**config.mk**
```make
export PLATFORM = sky130hd
export DESIGN_NAME = sram_frame_writer
export DESIGN_NICKNAME = d
export VERILOG_FILES = /design/src/rtl/sram_frame_writer.sv
export SDC_FILE = /design/constraint.sdc
export NUM_CORES = 1
export LEC_CHECK = 0
export CAP_MARGIN = 20
export CORE_MARGIN = 2
export CORE_UTILIZATION = 48
export DETAILED_ROUTE_END_ITERATION = 6
export PLACE_DENSITY = 0.95
export SYNTH_ARGS = -nofsm -noshare
export SYNTH_HDL_FRONTEND = slang
export SYNTH_SLANG_ARGS = --single-unit
```
**constraint.sdc**
```tcl
create_clock -name i_clk -period 5 [get_ports i_clk]
set_input_delay 0.75 -clock i_clk [delete_from_list [all_inputs] [get_ports i_clk]]
set_output_delay 0.75 -clock i_clk [all_outputs]
set_load 0.1 [all_outputs]
```
**src/rtl/sram_frame_writer.sv**
```systemverilog
// Burst writer that streams valid/ready words into an asynchronous SRAM at one word per three cycles.
// Optional running checksum of written words is enabled by defining SRAM_FRAME_WRITER_CHECKSUM_EN.
module sram_frame_writer #(
  parameter int ADDR_W = 20,
  parameter int DATA_W = 16
) (
  input  logic              i_clk,
  input  logic              i_rst,
  input  logic              i_start,
  input  logic [ADDR_W-1:0] i_base_addr,
  input  logic [ADDR_W-1:0] i_word_count,
  input  logic              i_abort,
  input  logic [DATA_W-1:0] i_data,
  input  logic              i_valid,
  output logic              o_ready,
  output logic              o_sram_writing,
  output logic [ADDR_W-1:0] o_sram_addr,
  output logic [DATA_W-1:0] o_sram_data,
  output logic              o_busy,
  output logic              o_done,
  output logic [DATA_W-1:0] o_checksum,
  output logic [2:0]        o_state
);

  // Handshake: a word moves on any rising edge where i_valid and o_ready are both
  // high; o_ready depends only on the state register, never on i_valid.
  typedef enum logic [2:0] {
    S_IDLE    = 3'd0,
    S_WAIT    = 3'd1,
    S_WRITE   = 3'd2,
    S_RECOVER = 3'd3,
    S_DONE    = 3'd4
  } state_t;

  state_t            r_state;
  state_t            w_next;
  logic [ADDR_W-1:0] r_addr;
  logic [ADDR_W-1:0] r_count;
  logic [DATA_W-1:0] r_data;
  logic              r_abort_pend;
  logic              w_accept;
  logic              w_xfer;
  logic              w_leave_recover;

  assign w_accept        = (r_state == S_IDLE) && i_start;
  assign w_xfer          = i_valid && o_ready;
  assign w_leave_recover = (r_state == S_RECOVER);

  always_ff @(posedge i_clk) begin
    if (i_rst) r_state <= S_IDLE;
    else       r_state <= w_next;
  end

  always_comb begin
    w_next = r_state;
    case (r_state)
      S_IDLE:    if (i_start) w_next = (i_word_count == '0) ? S_DONE : S_WAIT;
      S_WAIT: begin
        if (i_abort)      w_next = S_IDLE;
        else if (i_valid) w_next = S_WRITE;
      end
      S_WRITE:   w_next = S_RECOVER;
      // An abort seen during WRITE or RECOVER lets the word finish, then drops to IDLE.
      S_RECOVER: begin
        if (r_abort_pend || i_abort)      w_next = S_IDLE;
        else if (r_count == ADDR_W'(1))   w_next = S_DONE;
        else                              w_next = S_WAIT;
      end
      S_DONE:    w_next = S_IDLE;
      default:   w_next = S_IDLE;
    endcase
  end

  always_ff @(posedge i_clk) begin
    if (i_rst) begin
      r_addr       <= '0;
      r_count      <= '0;
      r_data       <= '0;
      r_abort_pend <= 1'b0;
    end else begin
      if (w_accept && (i_word_count != '0)) begin
        r_addr  <= i_base_addr;
        r_count <= i_word_count;
      end
      if (w_accept) r_abort_pend <= 1'b0;
      if (w_xfer) r_data <= i_data;
      if ((r_state == S_WRITE) && i_abort) r_abort_pend <= 1'b1;
      if (w_leave_recover) begin
        r_addr       <= r_addr + ADDR_W'(1);
        r_count      <= r_count - ADDR_W'(1);
        r_abort_pend <= 1'b0;
      end
    end
  end

`ifdef SRAM_FRAME_WRITER_CHECKSUM_EN
  logic [DATA_W-1:0] r_checksum;

  always_ff @(posedge i_clk) begin
    if (i_rst)                      r_checksum <= '0;
    else if (w_accept)              r_checksum <= '0;
    else if (r_state == S_WRITE)    r_checksum <= r_checksum + r_data;
  end

  assign o_checksum = r_checksum;
`else
  assign o_checksum = '0;
`endif

  assign o_ready        = (r_state == S_WAIT);
  assign o_sram_writing = (r_state == S_WRITE);
  assign o_busy         = (r_state != S_IDLE);
  assign o_done         = (r_state == S_DONE);
  assign o_sram_addr    = r_addr;
  assign o_sram_data    = r_data;
  assign o_state        = r_state;

endmodule

```
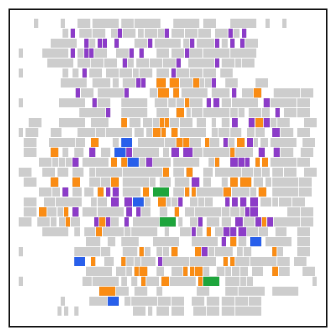
logic_types.png
[xor and xnor cells] blue | cells: 7 | most used: xnor2_1
[nor cells] orange | cells: 68 | most used: nor2_1
[nand cells] purple | cells: 84 | most used: nand2_1
[fa/ha/maj cells] green | cells: 3 | most used: ha_1
non-filler cells, final: 596
logic share of the area: 42.1%
Commonest Layout Cell: clkdlybuf4s50_1

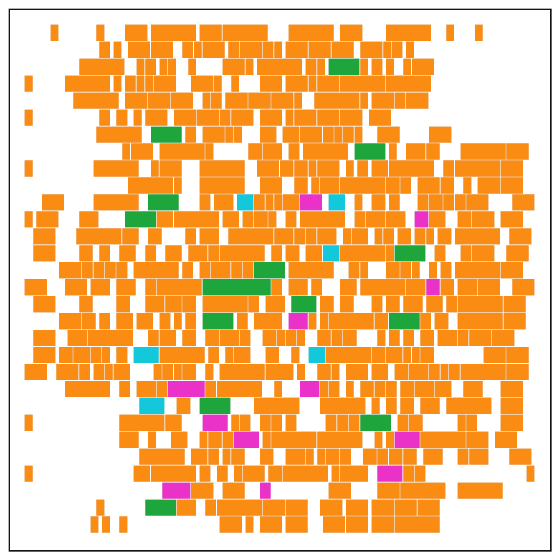
sizes.png
[_2 cells] magenta | cells: 12 | most used: o221a_2
[_6 and larger] green | cells: 14 | most used: clkbuf_8
[_3 and _4 cells] cyan | cells: 6 | most used: buf_4
[_0 and _1 cells] orange | cells: 484 | most used: clkdlybuf4s50_1

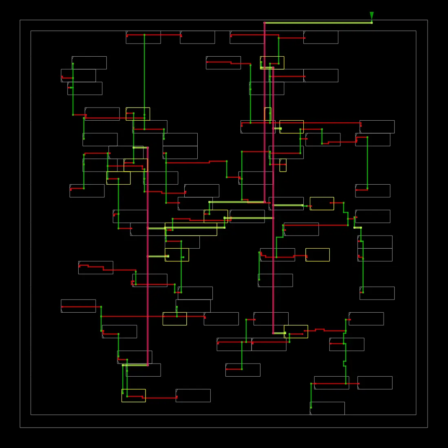
clocks.png
Clock group: 0.465 mW
TritonCTS buffer count: 9
clk_buf instances: 14

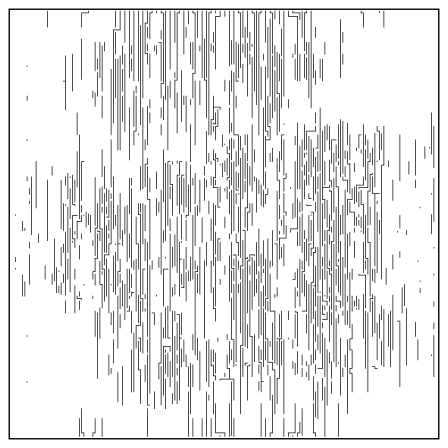
layer_met2.png
main direction: vertical
nets with wire on the layer: 508
share of all routed wire: 50%
longest straight run: 25.8 um
wire length on this layer: 4980 um
GR Util met2: 43.6%
WL final: 9.98 mm

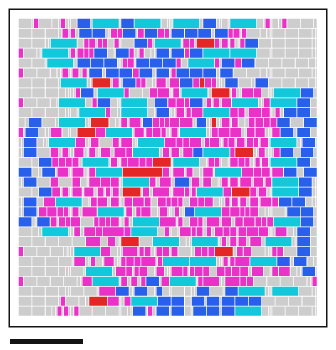
placement_by_type.png
Bar = 20 um. Fill, decap, tap and diode cells in gray.
[remaining buffers and delay cells] blue | cells: 108 | share of their area: 24%
[clock drivers and dummy loads] red | cells: 15 | share of their area: 4.6%
[sequential cells] cyan | cells: 60 | share of their area: 27%
[combinational and other logic] magenta | cells: 333 | share of their area: 44%
Design Area, Final: 4480 um2
row count: 30
Core ar.: 6680 um2
flop share of the area: 26.8%

==> results.py <==
# Metrics from the implementation run
metrics = {
    "logic_synthesis": {
        "netlist_instances": 421,
        "synthArstFlopShare_pct": 0,
        "ys_cells": 421,
    },
    "final_timing": {
        "layout_worst_path_cycle_share_pct": 65.3,
        "setup-tns-final_ns": 0,
        "worst_pin_slew_ns": 1.14,
        "setup_viol": 0,
        "final_max_slew_viol_count": 0,
        "setup_slack_ns": 1.73,
        "finClkSkew_ns": 0.0116,
        "hold_viol": 0,
    },
    "setup_path": {
        "rr_startpoint": "o_state[0]",
        "crit_end": "o_ready",
        "crit_fanout": 16,
        "crit_type": "register to primary output",
        "worstPathArrival_ns": 2.52,
        "start_kind": "register",
        "r2r_slack_ns": 2.44,
    },
    "route": {
        "routed_via_density": 6.19,
    },
    "pwr": {
        "combPwrFrac_pct": 30.8,
    },
    "cts": {
        "clk_path_buf_depth": 2,
        "clk_pin_slew_worst_paths_ns": 0.06,
    },
    "run_status": {
        "status": "finished, final reports clean",
    },
    "place": {
        "place_congestion": 0.938,
        "io_buffers": 103,
        "dpl.hpwl_mm": 6.78,
    },
    "global_route": {
        "grt_pass1_vias": 3485,
        "grt_first_pass_wirelength_mm": 15.7,
        "overflow": 0,
        "grt_usage_pct": 26.3,
    },
    "final_layout": {
        "logic_area_um2": 1890,
        "diodes": 0,
    },
    "min_path": {
        "min_path_type": "register to register",
    },
    "run": {
        "maxCapViolations": 0,
    },
}
==> final cells by class <==
| type | instances | area share (%) |
|---|---|---|
| Clock buffer | 14 | 3.85 |
| Clock inverter | 1 | 0.670 |
| Inverter | 6 | 0.503 |
| Multi-Input combinational cell | 327 | 42.1 |
| Sequential cell | 60 | 26.8 |
| Tap cell | 80 | 2.23 |
| Timing Repair Buffer | 108 | 23.8 |
==> worst min path at each step <==
stage / startpoint / endpoint
final: o_sram_data[7] / o_sram_data[7]
after CTS: o_sram_data[7] / o_sram_data[7]
after detailed placement: o_sram_data[7] / o_sram_data[7]
after global routing: o_sram_data[7] / o_sram_data[7]
after floorplan: r_count[18] / r_count[18]
after global placement: o_sram_data[0] / o_sram_data[0]
==> power by group through the flow <==
stage | clock network [mW] | logic [mW] | registers (mW)
detailed placement | 0 | 0.445 | 0.562
CTS | 0.464 | 0.447 | 0.552
floorplan | 0 | 0.200 | 0.688
global placement | 0 | 0.437 | 0.559
finish | 0.465 | 0.452 | 0.554
global route | 0.489 | 0.473 | 0.558
==> per-layer routing <==
| layer | vias to the layer above | wire length [um] | GRT usage [%] |
|---|---|---|---|
| met1 | 1725 | 3950 | 31.7 |
| met5 | - | 0 | 0 |
| li1 | 1727 | - | - |
| met3 | 27 | 794 | 5.24 |
| met2 | 212 | 4980 | 43.6 |
| met4 | 0 | 253 | 14.6 |
==> worst max-delay path: stages (launching register included) <==
cell             delay, ns
dfxtp_1               0.60
nor3b_1               0.36
clkdlybuf4s50_1       1.21
==> flip-flops by register name, indices dropped and copies added, names as in the netlist <==
register / flops
o_sram_data: 16
o_state: 3
r_count: 20
o_sram_addr: 20
r_abort_pend: 1
==> stage by stage <==
step	util (%)	cells	total power, mW	cell area, um2	hold slack (ns)
after CTS	66.9	595	1.46	4470	0.459
after global routing	67.1	596	1.52	4480	0.480
after global placement	63.9	580	0.996	4270	0.442
after detailed placement	63.9	580	1.01	4270	0.450
final	67.1	596	1.47	4480	0.459
after floorplan	-	436	0.888	3330	0.459
==> synthesized netlist by cell type, types with 6 or more instances <==
cell,instances,area (um2)
nor2_1,26,97.6
nand3_1,24,120
a2bb2oi_1,6,52.6
nand4_1,8,50.1
dfxtp_1,60,1200
buf_4,17,128
or4_1,6,45.0
clkbuf_1,23,86.3
a21oi_1,55,275
nor3_1,19,95.1
inv_1,6,22.5
a31oi_1,15,93.8
a211oi_1,6,45.0
nand2_1,49,184
o21ai_0,6,30.0
nor4_1,16,100
==> kinds of logic after synthesis <==
logic type               count (synthesis)  synth area share, %
AND/OR/NAND/NOR                        175                 27.4
flip-flops                              60                 36.7
buffers and inverters                   49                 7.60
other                                    1                0.114
XOR/XNOR                                 7                 1.87
adder cells (fa/ha/maj)                  3                 1.15
AND-OR/OR-AND                          125                 24.9
multiplexers                             1                0.305
No activity file was given, so power comes from the tool's default toggle rates.
